Fig. 1: a small window of the routed layout
Region (41, 54) to (71, 84) µm. Cells in gray, sequential cells in the stronger gray; small squares are vias.
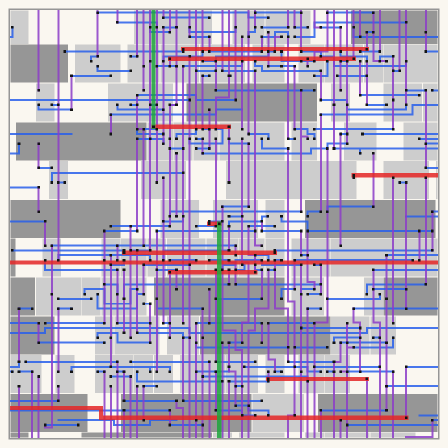
Fig. 2: placed standard cells
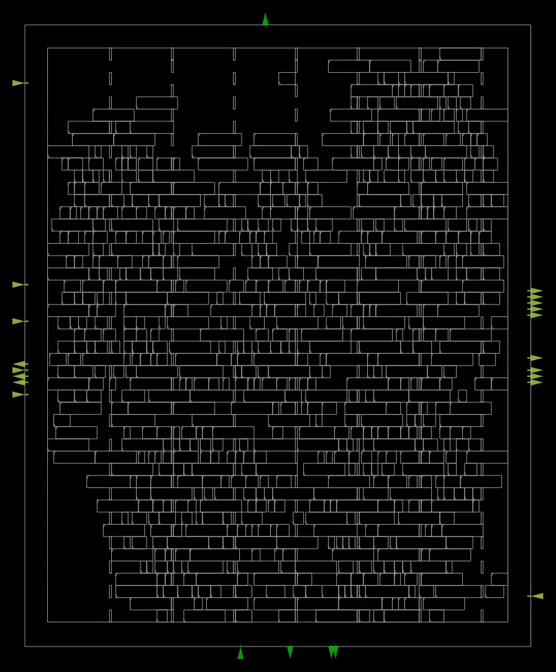
File: src/rtl/switch_debouncer.sv
// Slide-switch conditioner: per-bit 2-flop synchroniser, saturating debounce
// counter, and one-cycle rise/fall pulses aligned with the new stable value.

// One switch bit: sync, debounce, edge pulses.
module switch_debouncer_lane #(
  parameter int DEBOUNCE_CYCLES = 500000,
  parameter int CW              = 24
) (
  input  logic gclk,
  input  logic grst_n,
  input  logic raw,
  output logic stable,
  output logic rise,
  output logic fall,
  output logic accept
);
  localparam logic [CW-1:0] LAST = CW'(DEBOUNCE_CYCLES - 1);

  logic          sync1, sync2;
  logic [CW-1:0] cnt;

  // Accept is combinational so the top can register CHANGED in the same edge
  // that RISE/FALL are registered.
  assign accept = (sync2 != stable) && (cnt == LAST);

  // Two plain flops, nothing between them, to tame metastability.
  always_ff @(posedge gclk or negedge grst_n) begin
    if (!grst_n) begin
      sync1 <= 1'b0;
      sync2 <= 1'b0;
    end else begin
      sync1 <= raw;
      sync2 <= sync1;
    end
  end

  // Count consecutive mismatches; any agreement clears progress. The counter
  // stops at LAST, so it can never wrap.
  always_ff @(posedge gclk or negedge grst_n) begin
    if (!grst_n) begin
      cnt    <= '0;
      stable <= 1'b0;
      rise   <= 1'b0;
      fall   <= 1'b0;
    end else begin
      rise <= 1'b0;
      fall <= 1'b0;
      if (sync2 == stable) begin
        cnt <= '0;
      end else if (cnt == LAST) begin
        stable <= sync2;
        cnt    <= '0;
        rise   <= sync2;
        fall   <= ~sync2;
      end else begin
        cnt <= cnt + CW'(1);
      end
    end
  end
endmodule

// N independent lanes plus a single registered any-change pulse.
module switch_debouncer #(
  parameter int N               = 5,
  parameter int DEBOUNCE_CYCLES = 500000,
  parameter int CW              = 24
) (
  input  logic         CLK,
  input  logic         RST_N,
  input  logic [N-1:0] SWITCH_IN,
  output logic [N-1:0] SWITCH_OUT,
  output logic [N-1:0] RISE,
  output logic [N-1:0] FALL,
  output logic         CHANGED
);
  logic [N-1:0] accept;

  for (genvar i = 0; i < N; i++) begin : g_lane
    switch_debouncer_lane #(
      .DEBOUNCE_CYCLES(DEBOUNCE_CYCLES),
      .CW             (CW)
    ) u_lane (
      .gclk  (CLK),
      .grst_n(RST_N),
      .raw   (SWITCH_IN[i]),
      .stable(SWITCH_OUT[i]),
      .rise  (RISE[i]),
      .fall  (FALL[i]),
      .accept(accept[i])
    );
  end

  // Registered from the lanes' accept terms so it lines up with RISE/FALL.
  always_ff @(posedge CLK or negedge RST_N) begin
    if (!RST_N) CHANGED <= 1'b0;
    else        CHANGED <= |accept;
  end
endmodule
File: config.mk
export PLATFORM = sky130hd
export DESIGN_NAME = switch_debouncer
export DESIGN_NICKNAME = d
export VERILOG_FILES = /design/src/rtl/switch_debouncer.sv
export SDC_FILE = /design/constraint.sdc
export NUM_CORES = 1
export LEC_CHECK = 0
export CORE_ASPECT_RATIO = 1.25
export CORE_MARGIN = 5
export CORE_UTILIZATION = 55
export CTS_CLUSTER_SIZE = 10
export DETAILED_ROUTE_END_ITERATION = 7
export GPL_TIMING_DRIVEN = 0
export PLACE_DENSITY = 0.78
export SYNTH_ARGS = -nofsm -noshare
export SYNTH_HDL_FRONTEND = slang
export SYNTH_HIERARCHICAL = 1
export SYNTH_SLANG_ARGS = --single-unit
File: constraint.sdc
create_clock -name CLK -period 1.95 [get_ports CLK]
set_input_delay 0.2925 -clock CLK [delete_from_list [all_inputs] [get_ports CLK]]
set_output_delay 0.2925 -clock CLK [all_outputs]
set_load 0.01 [all_outputs]
==> flow_results.xml <==
<?xml version="1.0" encoding="UTF-8"?>
<metrics>
  <group name="clock_network">
    <metric name="postCtsSetupRepairBufs" unit="">7</metric>
    <metric name="tritoncts" unit="">built</metric>
    <metric name="cts_resized" unit="">28</metric>
    <metric name="h-tree-depth" unit="">4</metric>
    <metric name="clock_sinks" unit="">146</metric>
    <metric name="cts_made_buffers" unit="">17</metric>
    <metric name="cts_hold_buf" unit="">1</metric>
    <metric name="worstSkewPairLatency" unit="ns">0.43</metric>
    <metric name="cts_root_buffer" unit="">sky130_fd_sc_hd__clkbuf_16</metric>
  </group>
  <group name="detailed_routing">
    <metric name="first_iter_violations" unit="">627</metric>
    <metric name="wire_per_inst" unit="µm">17.5</metric>
    <metric name="route.detailed.drc" unit="">0</metric>
    <metric name="number_of_search_and_repair_iterations_in_the_first_detailed_routing_pass" unit="">5</metric>
    <metric name="route.vias.total" unit="">5976</metric>
    <metric name="dr_wl_met2" unit="µm">8750</metric>
  </group>
  <group name="die">
    <metric name="design.core.area" unit="µm²">13100</metric>
    <metric name="fp_util" unit="">0.553</metric>
    <metric name="top_level_ports" unit="">23</metric>
    <metric name="dieArea" unit="µm²">15600</metric>
    <metric name="chipHeight" unit="µm">138</metric>
  </group>
  <group name="timing">
    <metric name="setup-violations-final" unit="">1</metric>
    <metric name="worst-slew-pin-transition" unit="ns">0.609</metric>
    <metric name="finalWorstSetupSlack" unit="ns">-0.0175</metric>
    <metric name="max_freq" unit="GHz">0.508</metric>
    <metric name="grt_setup_unrepaired" unit="">yes</metric>
    <metric name="report.final.slew_viol_count" unit="">0</metric>
  </group>
  <group name="logic_synthesis">
    <metric name="post_synth_fa_ha_maj_area_fraction" unit="">0.00862</metric>
    <metric name="top_cell_area_share" unit="">0.503</metric>
    <metric name="yosysChipArea" unit="µm²">7260</metric>
    <metric name="synthesis.instances" unit="">719</metric>
    <metric name="ys_seq_elements" unit="">146</metric>
    <metric name="synth-seq-area-share" unit="">0.503</metric>
    <metric name="synth.largest_area_cell" unit="">sky130_fd_sc_hd__dfrtp_1</metric>
    <metric name="simple_gate_area_frac" unit="">0.298</metric>
    <metric name="number_of_cell_instances_after_yosys_synthesis" unit="">719</metric>
  </group>
  <group name="worst_setup_path">
    <metric name="r2r_setup_slack" unit="ns">-0.02</metric>
    <metric name="critPathLaunchType" unit="">register</metric>
    <metric name="crit_path_cell_trace" unit="">nor4b_1, nand4_1, or3_4, mux2_2</metric>
    <metric name="worstSetupPathType" unit="">reg -&gt; reg</metric>
    <metric name="worst-r2r-cell-count" unit="">4</metric>
    <metric name="critical_path.reg2reg.endpoint" unit="">g_lane[4].u_lane/stable</metric>
    <metric name="cp_data_required_time" unit="ns">2.26</metric>
    <metric name="max_fanout_on_critical_path" unit="">5</metric>
    <metric name="timing.critical_path.slowest_stage_cell" unit="">sky130_fd_sc_hd__or3_4</metric>
    <metric name="crit_arrival" unit="ns">2.28</metric>
  </group>
  <group name="status">
    <metric name="violations" unit="">negative setup slack</metric>
    <metric name="status" unit="">complete, but fails checks</metric>
  </group>
  <group name="grt">
    <metric name="grt-ovfl-total" unit="">0</metric>
    <metric name="pin_count_of_the_biggest_net_entering_global_routing" unit="">87</metric>
    <metric name="grt_pass1_vias" unit="">5854</metric>
    <metric name="grt.total_usage" unit="">0.217</metric>
  </group>
  <group name="finish">
    <metric name="finish.net_count" unit="">795</metric>
    <metric name="final_layout_size_suffix_gt1_frac" unit="">0.202</metric>
    <metric name="area_growth_syn_to_layout" unit="%">21.2</metric>
    <metric name="insertedDiodeCount" unit="">0</metric>
    <metric name="n_fill_cell" unit="">942</metric>
  </group>
  <group name="pwr">
    <metric name="vdd_drop_max" unit="µV">593</metric>
    <metric name="power.density_cell_area" unit="nW/µm²">778</metric>
  </group>
  <group name="worst_hold_path">
    <metric name="worstHoldPathCells" unit="">1</metric>
  </group>
  <group name="place">
    <metric name="dp.final_hpwl" unit="µm">10700</metric>
    <metric name="placed_cells_incl_taps" unit="">913</metric>
    <metric name="globalplace.congestion" unit="">0.871</metric>
    <metric name="detailedPlace.worstSlack" unit="ns">-0.149</metric>
  </group>
</metrics>
-- Fig. 1 (at the start) --
| layer | color |
|---|---|
| met2 | purple |
| met1 | blue |
| met3 | red |
| met4 | green |
netlist names of flops here include: g_lane.u_lane/cnt (9), g_lane.u_lane/sync2 (1)
most frequent: nor2_1 (14), dfrtp_1 (8), nand3_1 (6)
sequential cells in the window: 10
cells with their middle in the window: 71

-- Fig. 2 (at the start) --
flip-flops: 146
non-filler cells in the finished layout: 967
Row Count: 47

-- worst max path at each step --
stage,startpoint,to,slack (ns),depth (start not counted)
floorplan,g_lane[0].u_lane/cnt[0],g_lane[0].u_lane/cnt[20],0.03,5
global placement,RST_N,g_lane[0].u_lane/cnt[11],-5.07,1
detailed placement,g_lane[4].u_lane/cnt[6],g_lane[4].u_lane/cnt[8],-0.15,5
CTS,g_lane[1].u_lane/cnt[12],g_lane[1].u_lane/stable,0.006,4
global route,g_lane[4].u_lane/cnt[10],g_lane[4].u_lane/stable,-0.08,4
finish,g_lane[4].u_lane/cnt[10],g_lane[4].u_lane/stable,-0.02,4
-- where the power goes --
group	total, W	leakage, nW	switching, W	internal (W)
combinational	0.000249	1.14	0.000155	0.0000935
clock	0.00348	0.307	0.00127	0.00221
sequential	0.00311	1.98	0.0000472	0.00307
total	0.00684	3.42	0.00147	0.00537
-- state kept, by name, indices dropped and copies added (netlist names) --
name,cells
g_lane.u_lane/sync1,5
CHANGED,1
g_lane.u_lane/rise,5
g_lane.u_lane/stable,5
g_lane.u_lane/cnt,120
g_lane.u_lane/fall,5
g_lane.u_lane/sync2,5
-- worst max-delay path: cells and delay by family (launching register included) --
kind	cells	cell delay, ns
AND/OR/NAND/NOR	3	1.10
flip-flops	1	0.46
multiplexers	1	0.28
-- final cells by class --
cell class | count | area (µm²) | share of cell area
clock buffer | 20 | 457 | 0.0519
multi-input combinational | 548 | 3740 | 0.425
clock inverter | 12 | 180 | 0.0205
sequential | 146 | 3670 | 0.417
inverter | 10 | 37.5 | 0.00427
tap | 171 | 214 | 0.0243
timing repair buffer | 45 | 417 | 0.0474
buffer | 15 | 85.1 | 0.00967
-- metal layers --
metal / vias to the layer above / global-route usage
li1: 2760 / -
met1: 2983 / 0.264
met4: 0 / 0.101
met3: 43 / 0.0472
met5: - / 0
met2: 190 / 0.366
-- cell usage after synthesis (all sizes together) --
| cell | count |
|---|---|
| a21oi | 35 |
| and2 | 5 |
| and3 | 15 |
| and4 | 5 |
| buf | 10 |
| clkbuf | 5 |
| dfrtp | 146 |
| ha | 5 |
| inv | 10 |
| mux2 | 5 |
| mux2i | 5 |
| nand2 | 36 |
| nand2b | 5 |
| nand3 | 50 |
| nand3b | 5 |
| nand4 | 40 |
| nor2 | 96 |
| nor3 | 21 |
| nor3b | 10 |
| nor4 | 25 |
| nor4b | 10 |
| o21ai | 20 |
| o31ai | 20 |
| o41ai | 5 |
| or2 | 10 |
| or3 | 25 |
| or4 | 20 |
| xnor2 | 45 |
| xor2 | 30 |
-- per-stage QoR --
stage / total power (W) / hold slack [ns] / cell area, µm²
detailed placement: 0.00336 / 0.308 / 7720
CTS: 0.00688 / 0.301 / 8550
finish: 0.00684 / 0.307 / 8800
floorplan: 0.00325 / -0.00309 / 7260
global route: 0.00706 / 0.312 / 8800
global placement: 0.00335 / 0.332 / 7690
-- kinds of logic after synthesis --
| group | count (synthesis) |
|---|---|
| AND-OR/OR-AND | 80 |
| flip-flops | 146 |
| XOR/XNOR | 75 |
| adder cells (fa/ha/maj) | 5 |
| multiplexers | 10 |
| buffers and inverters | 25 |
| AND/OR/NAND/NOR | 378 |
Power and IR drop assume default switching activity.
